File: src/rtl/multicycle_control.sv
// Moore control FSM for the multicycle ARM-subset core: sequences fetch/decode/execute/
// writeback, owns the NZCV register and latches the condition result once per instruction.
module multicycle_control #(
  parameter logic [3:0] RESET_FLAGS = 4'b0000
) (
  input  logic       clk,
  input  logic       rst_n,
  input  logic [3:0] cond,
  input  logic [1:0] op,
  input  logic [5:0] funct,
  input  logic [3:0] rd,
  input  logic [3:0] alu_flags,
  output logic       ir_write,
  output logic       pc_write,
  output logic       mem_write,
  output logic       reg_write,
  output logic       adr_src,
  output logic       alu_src_a,
  output logic [1:0] alu_src_b,
  output logic [1:0] imm_src,
  output logic [1:0] alu_control,
  output logic [1:0] result_src,
  output logic [3:0] flags,
  output logic [3:0] state_o
);

  typedef enum logic [3:0] {
    IDLE   = 4'd0,  FETCH  = 4'd1,  DECODE = 4'd2,  MEMADR = 4'd3,
    MEMRD  = 4'd4,  MEMWB  = 4'd5,  MEMWR  = 4'd6,  EXECR  = 4'd7,
    EXECI  = 4'd8,  ALUWB  = 4'd9,  BRANCH = 4'd10
  } state_t;

  state_t     state_r, state_s;
  logic       cond_ex_r, cond_ex_s, cond_pass_s;
  logic [3:0] flags_r, flags_s;
  logic [1:0] alu_dec_s;
  logic       cmp_s, s_bit_s, rd15_s;
  logic       ir_write_s, pc_write_s, mem_write_s, reg_write_s, adr_src_s, alu_src_a_s;
  logic [1:0] alu_src_b_s, imm_src_s, alu_control_s, result_src_s;

  // Flag bits are ordered {N, Z, C, V}.
  function automatic logic cond_check(input logic [3:0] c, input logic [3:0] f);
    logic n, z, cy, v, res;
    {n, z, cy, v} = f;
    case (c)
      4'b0000: res = z;
      4'b0001: res = ~z;
      4'b0010: res = cy;
      4'b0011: res = ~cy;
      4'b0100: res = n;
      4'b0101: res = ~n;
      4'b0110: res = v;
      4'b0111: res = ~v;
      4'b1000: res = cy & ~z;
      4'b1001: res = ~cy | z;
      4'b1010: res = (n == v);
      4'b1011: res = (n != v);
      4'b1100: res = ~z & (n == v);
      4'b1101: res = z | (n != v);
      4'b1110: res = 1'b1;
      default: res = 1'b0;
    endcase
    return res;
  endfunction

  // ALU command decode; CMP subtracts and always updates flags.
  always_comb begin
    alu_dec_s = 2'b00;
    cmp_s     = 1'b0;
    case (funct[4:1])
      4'b0100: alu_dec_s = 2'b00;
      4'b0010: alu_dec_s = 2'b01;
      4'b0000: alu_dec_s = 2'b10;
      4'b1100: alu_dec_s = 2'b11;
      4'b1010: begin
        alu_dec_s = 2'b01;
        cmp_s     = 1'b1;
      end
      default: alu_dec_s = 2'b00;
    endcase
    s_bit_s     = funct[0] | cmp_s;
    rd15_s      = (rd == 4'd15);
    cond_pass_s = cond_check(cond, flags_r);
  end

  // Next state, latched condition result and flag register update.
  always_comb begin
    state_s   = state_r;
    cond_ex_s = cond_ex_r;
    flags_s   = flags_r;
    case (state_r)
      IDLE:   state_s = FETCH;
      FETCH:  state_s = DECODE;
      DECODE: begin
        cond_ex_s = cond_pass_s;
        case (op)
          2'b01: state_s = MEMADR;
          2'b00: begin
            if (funct[5]) state_s = EXECI;
            else          state_s = EXECR;
          end
          2'b10:   state_s = BRANCH;
          default: state_s = FETCH;
        endcase
      end
      MEMADR: begin
        if (funct[0]) state_s = MEMRD;
        else          state_s = MEMWR;
      end
      MEMRD:  state_s = MEMWB;
      EXECR, EXECI: begin
        state_s = ALUWB;
        if (cond_ex_r && s_bit_s) flags_s = alu_flags;
        else                      flags_s = flags_r;
      end
      MEMWB, MEMWR, ALUWB, BRANCH: state_s = FETCH;
      default: state_s = IDLE;
    endcase
  end

  // Control word for the state being entered, so the outputs come straight from flops.
  always_comb begin
    ir_write_s    = 1'b0;
    pc_write_s    = 1'b0;
    mem_write_s   = 1'b0;
    reg_write_s   = 1'b0;
    adr_src_s     = 1'b0;
    alu_src_a_s   = 1'b0;
    alu_src_b_s   = 2'b00;
    imm_src_s     = 2'b00;
    alu_control_s = 2'b00;
    result_src_s  = 2'b00;
    case (state_s)
      FETCH: begin
        alu_src_a_s = 1'b1;   alu_src_b_s = 2'b10; result_src_s = 2'b10;
        ir_write_s  = 1'b1;   pc_write_s  = 1'b1;
      end
      DECODE: begin
        alu_src_a_s = 1'b1;   alu_src_b_s = 2'b10; result_src_s = 2'b10;
      end
      MEMADR: begin
        alu_src_b_s = 2'b01;  imm_src_s   = 2'b01;
      end
      MEMRD:  adr_src_s = 1'b1;
      MEMWB: begin
        result_src_s = 2'b01;
        reg_write_s  = cond_ex_s;
        pc_write_s   = cond_ex_s & rd15_s;
      end
      MEMWR: begin
        adr_src_s   = 1'b1;
        mem_write_s = cond_ex_s;
      end
      EXECR:  alu_control_s = alu_dec_s;
      EXECI: begin
        alu_src_b_s = 2'b01;  alu_control_s = alu_dec_s;
      end
      ALUWB: begin
        reg_write_s = cond_ex_s & ~cmp_s;
        pc_write_s  = cond_ex_s & ~cmp_s & rd15_s;
      end
      BRANCH: begin
        alu_src_b_s = 2'b01;  imm_src_s = 2'b10; result_src_s = 2'b10;
        pc_write_s  = cond_ex_s;
      end
      default: ir_write_s = 1'b0;
    endcase
  end

  // State, condition latch and NZCV register.
  always_ff @(posedge clk or negedge rst_n) begin
    if (!rst_n) begin
      state_r   <= IDLE;
      cond_ex_r <= 1'b0;
      flags_r   <= RESET_FLAGS;
    end else begin
      state_r   <= state_s;
      cond_ex_r <= cond_ex_s;
      flags_r   <= flags_s;
    end
  end

  // Registered control outputs; reset clears every enable immediately.
  always_ff @(posedge clk or negedge rst_n) begin
    if (!rst_n) begin
      {ir_write, pc_write, mem_write, reg_write, adr_src, alu_src_a} <= 6'b000000;
      {alu_src_b, imm_src, alu_control, result_src}                   <= 8'h00;
    end else begin
      ir_write    <= ir_write_s;
      pc_write    <= pc_write_s;
      mem_write   <= mem_write_s;
      reg_write   <= reg_write_s;
      adr_src     <= adr_src_s;
      alu_src_a   <= alu_src_a_s;
      alu_src_b   <= alu_src_b_s;
      imm_src     <= imm_src_s;
      alu_control <= alu_control_s;
      result_src  <= result_src_s;
    end
  end

  assign flags   = flags_r;
  assign state_o = state_r;

endmodule

File: config.mk
export PLATFORM = sky130hd
export DESIGN_NAME = multicycle_control
export DESIGN_NICKNAME = d
export VERILOG_FILES = /design/src/rtl/multicycle_control.sv
export SDC_FILE = /design/constraint.sdc
export NUM_CORES = 1
export LEC_CHECK = 0
export ABC_AREA = 1
export CAP_MARGIN = 20
export CORE_MARGIN = 3
export CORE_UTILIZATION = 49
export CTS_BUF_LIST = sky130_fd_sc_hd__clkbuf_4
export DETAILED_ROUTE_END_ITERATION = 10
export GPL_ROUTABILITY_DRIVEN = 0
export PLACE_DENSITY = 0.86
export SETUP_SLACK_MARGIN = 0.1
export SYNTH_ARGS = -nofsm -noshare
export SYNTH_HDL_FRONTEND = slang
export SYNTH_SLANG_ARGS = --single-unit
File: constraint.sdc
create_clock -name clk -period 2.4 [get_ports clk]
set_input_delay 0.48 -clock clk [delete_from_list [all_inputs] [get_ports clk]]
set_output_delay 0.48 -clock clk [all_outputs]
set_load 0.02 [all_outputs]
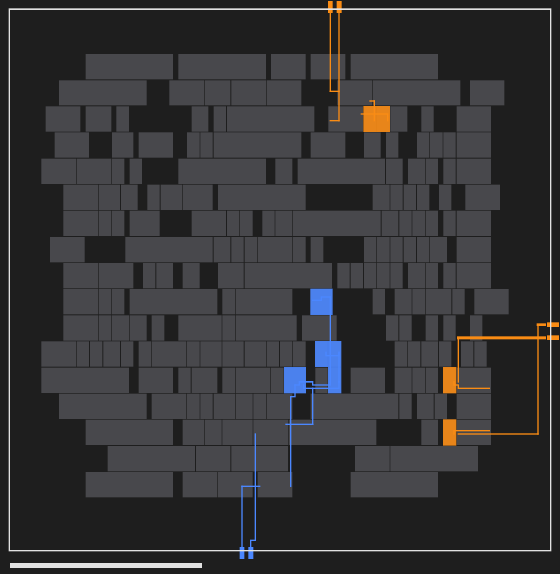
**Above:** wires at chosen ports, followed through buffers.
The bar under the picture is 20 um long.
Blue is op, direction input, edge south, end cells 5, buffers 2, wire 63.4 um. Orange is alu_flags, direction input, edge 2 east, 2 north, end cells 4, buffers 4, wire 69.6 um.
Port Buf Inserts: 43
# IOs: 44

==> metrics.csv <==
metric,value,unit
outcome,finished clean,
Min-Delay Path Class,in -> async,
post-cts repair resize count,0,
worst path buffer plus inverter count,1,
simple share,0.3684,
final worst slack,452.5,ps
CP max FO,6,
Row Count,17,
grt ovf,0,
design area,1737,um2
die width,56.23,um
RSZ-0062 raised after global routing,false,
XOR/XNOR Fraction of Synth Area,0,
clk_skew,2.715,ps
crit path capture,state_o[3],
cells on worst reg2reg path,6,
starting density of the core,0.5381,
Post-synth mux share,0,
WL met3,232,um
chip area,3161,um2
initial antenna violation count,0,
pwr dens,1098,nW/um2
Final Max Tran Viols,0,
DRT antenna net count,0,
DP Worst Slack,431.6,ps
pin count of the biggest net entering global routing,24,
share of cells above drive strength 1,0.1256,
Top cells excl fill/tap,"nand2_1, clkdlybuf4s50_1, dfrtp_1",
Period minus WS final,1947,ps
Die H,56.23,um
most numerous logic cell after layout,nand2_1,
most common library cells after synthesis,"nand2_1, dfrtp_1, inv_1, nor2_1, nand3_1",
count of final setup violators,0,
met3 Usage GRT,0.04872,
Tool Warnings,26,
CP Depth,1,
Post-DP HPWL,2.349,mm
Crit. End Element,output port,
top-count cell post-synth,nand2_1,
Longest Clk Path Bufs,2,
top_reg_cell synth,dfrtp_1,
CP required,1920,ps
n_diodes,0,
Max-Slew Margin vs Limit,0.7443,
Clock Sinks,23,
Routed WL,2.928,mm
Post-Route Setup TNS,0,ps
vias in the first global route,1101,
root buffer cell,clkbuf_4,
crit share post-route,0.8114,
nets,230,
Post-synth seq share,0.4656,
synthesized chip area reported by yosys,1236,um2
Critical Path AT,1470,ps
overall power,1907,uW
Late-Pin Clk Latency,310,ps
core box area,2297,um2
highest routed layer,met4,
WS Path Type,reg -> out,
hold slack,494.3,ps
Ys Warns,0,
Startpoint Class,flop,
clock transition at the registers of the reported paths,120,ps
Synth Instances,159,
Adders+Majority by Area,0,
Layout area overhead,40.49,%
P_leak,0.0008671,uW
yosys stat cell total,159,
Vias,1200,
worst-margin pin slew,380.6,ps
CP Cell Sequence,clkdlybuf4s50_1,
# Max-Cap Violations,0,
Synth Net Count,181,
routed len/inst,12.46,um
"Cell Area, Synth",1236,um2
TritonCTS Buffers,3,
f_max,0.5135,GHz
RR Endpoint,result_src[1]$_DFF_PN0_,
Post-synth area hogs,"dfrtp_1, nand2_1, inv_1",
syn_area_per_cell,7.775,um2
initial DRC count,27,
Dominant combinational family,simple AND/OR/NAND/NOR gates,
final hold vios,0,
Synth area leader,dfrtp_1,
first-pass GRT wire length,4.740,mm
CTS tree,yes,
first-pass iteration count of the detailed router,4,
CP max-delay cell,clkdlybuf4s50_1,
routed vias/inst,5.106,
GR peak layer,met2,
Post-synth ARST share,1.000,
reg2reg setup slack,930,ps
Max IR drop VDD,0.9085,mV
FF-to-FF Start,state_o[3]$_DFF_PN0_,
postcts setup bufs,0,
Setup crit start,state_o[3]$_DFF_PN0_,
met1 usage,0.2026,
"Registers, synthesis",23,
Clock H-tree levels,1,
# hold bufs at CTS,0,
CP top delay family,buffers and inverters,
Complex Gates by Area,0.09312,
Area leader share,0.4656,
Post-synth EDFFs,0,
all-layer global routing usage,0.1920,
Yosys cell types,23,
Met1 Wirelength,1.121,mm
met2 GRT Util,0.3489,
# DRC,0,
CP max stage delay,660,ps
Placement Cell Area,1709,um2
met2 WL,1.527,mm
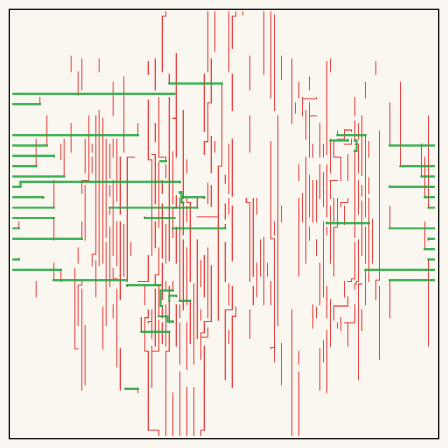
**Above:** wiring by layer.
Two of the layers only.
Red is M2, wire length 1530 um. Green is M3, wire length 233 um.

## per-stage QoR
stage	cells	utilization
after floorplan	159	-
after global placement	231	0.7440
after detailed placement	231	0.7440
after CTS	235	0.7560
after global routing	235	0.7560
final	235	0.7560
## final cells by class
type	instances	area [um2]
Clock buffer	3	22.52
Clock inverter	1	5.005
Fill cell	167	560.5
Inverter	24	90.09
Multi-Input combinational cell	112	570.5
Sequential cell	23	575.6
Tap cell	28	35.03
Timing Repair Buffer	44	437.9
## power by group
| group | total, uW | switching (uW) | internal [uW] |
|---|---|---|---|
| Sequential | 647 | 116 | 530 |
| Clock | 178 | 115 | 62.3 |
| Combinational | 1080 | 641 | 441 |
| Total | 1910 | 873 | 1030 |
Power is estimated from default activity; no workload was simulated.
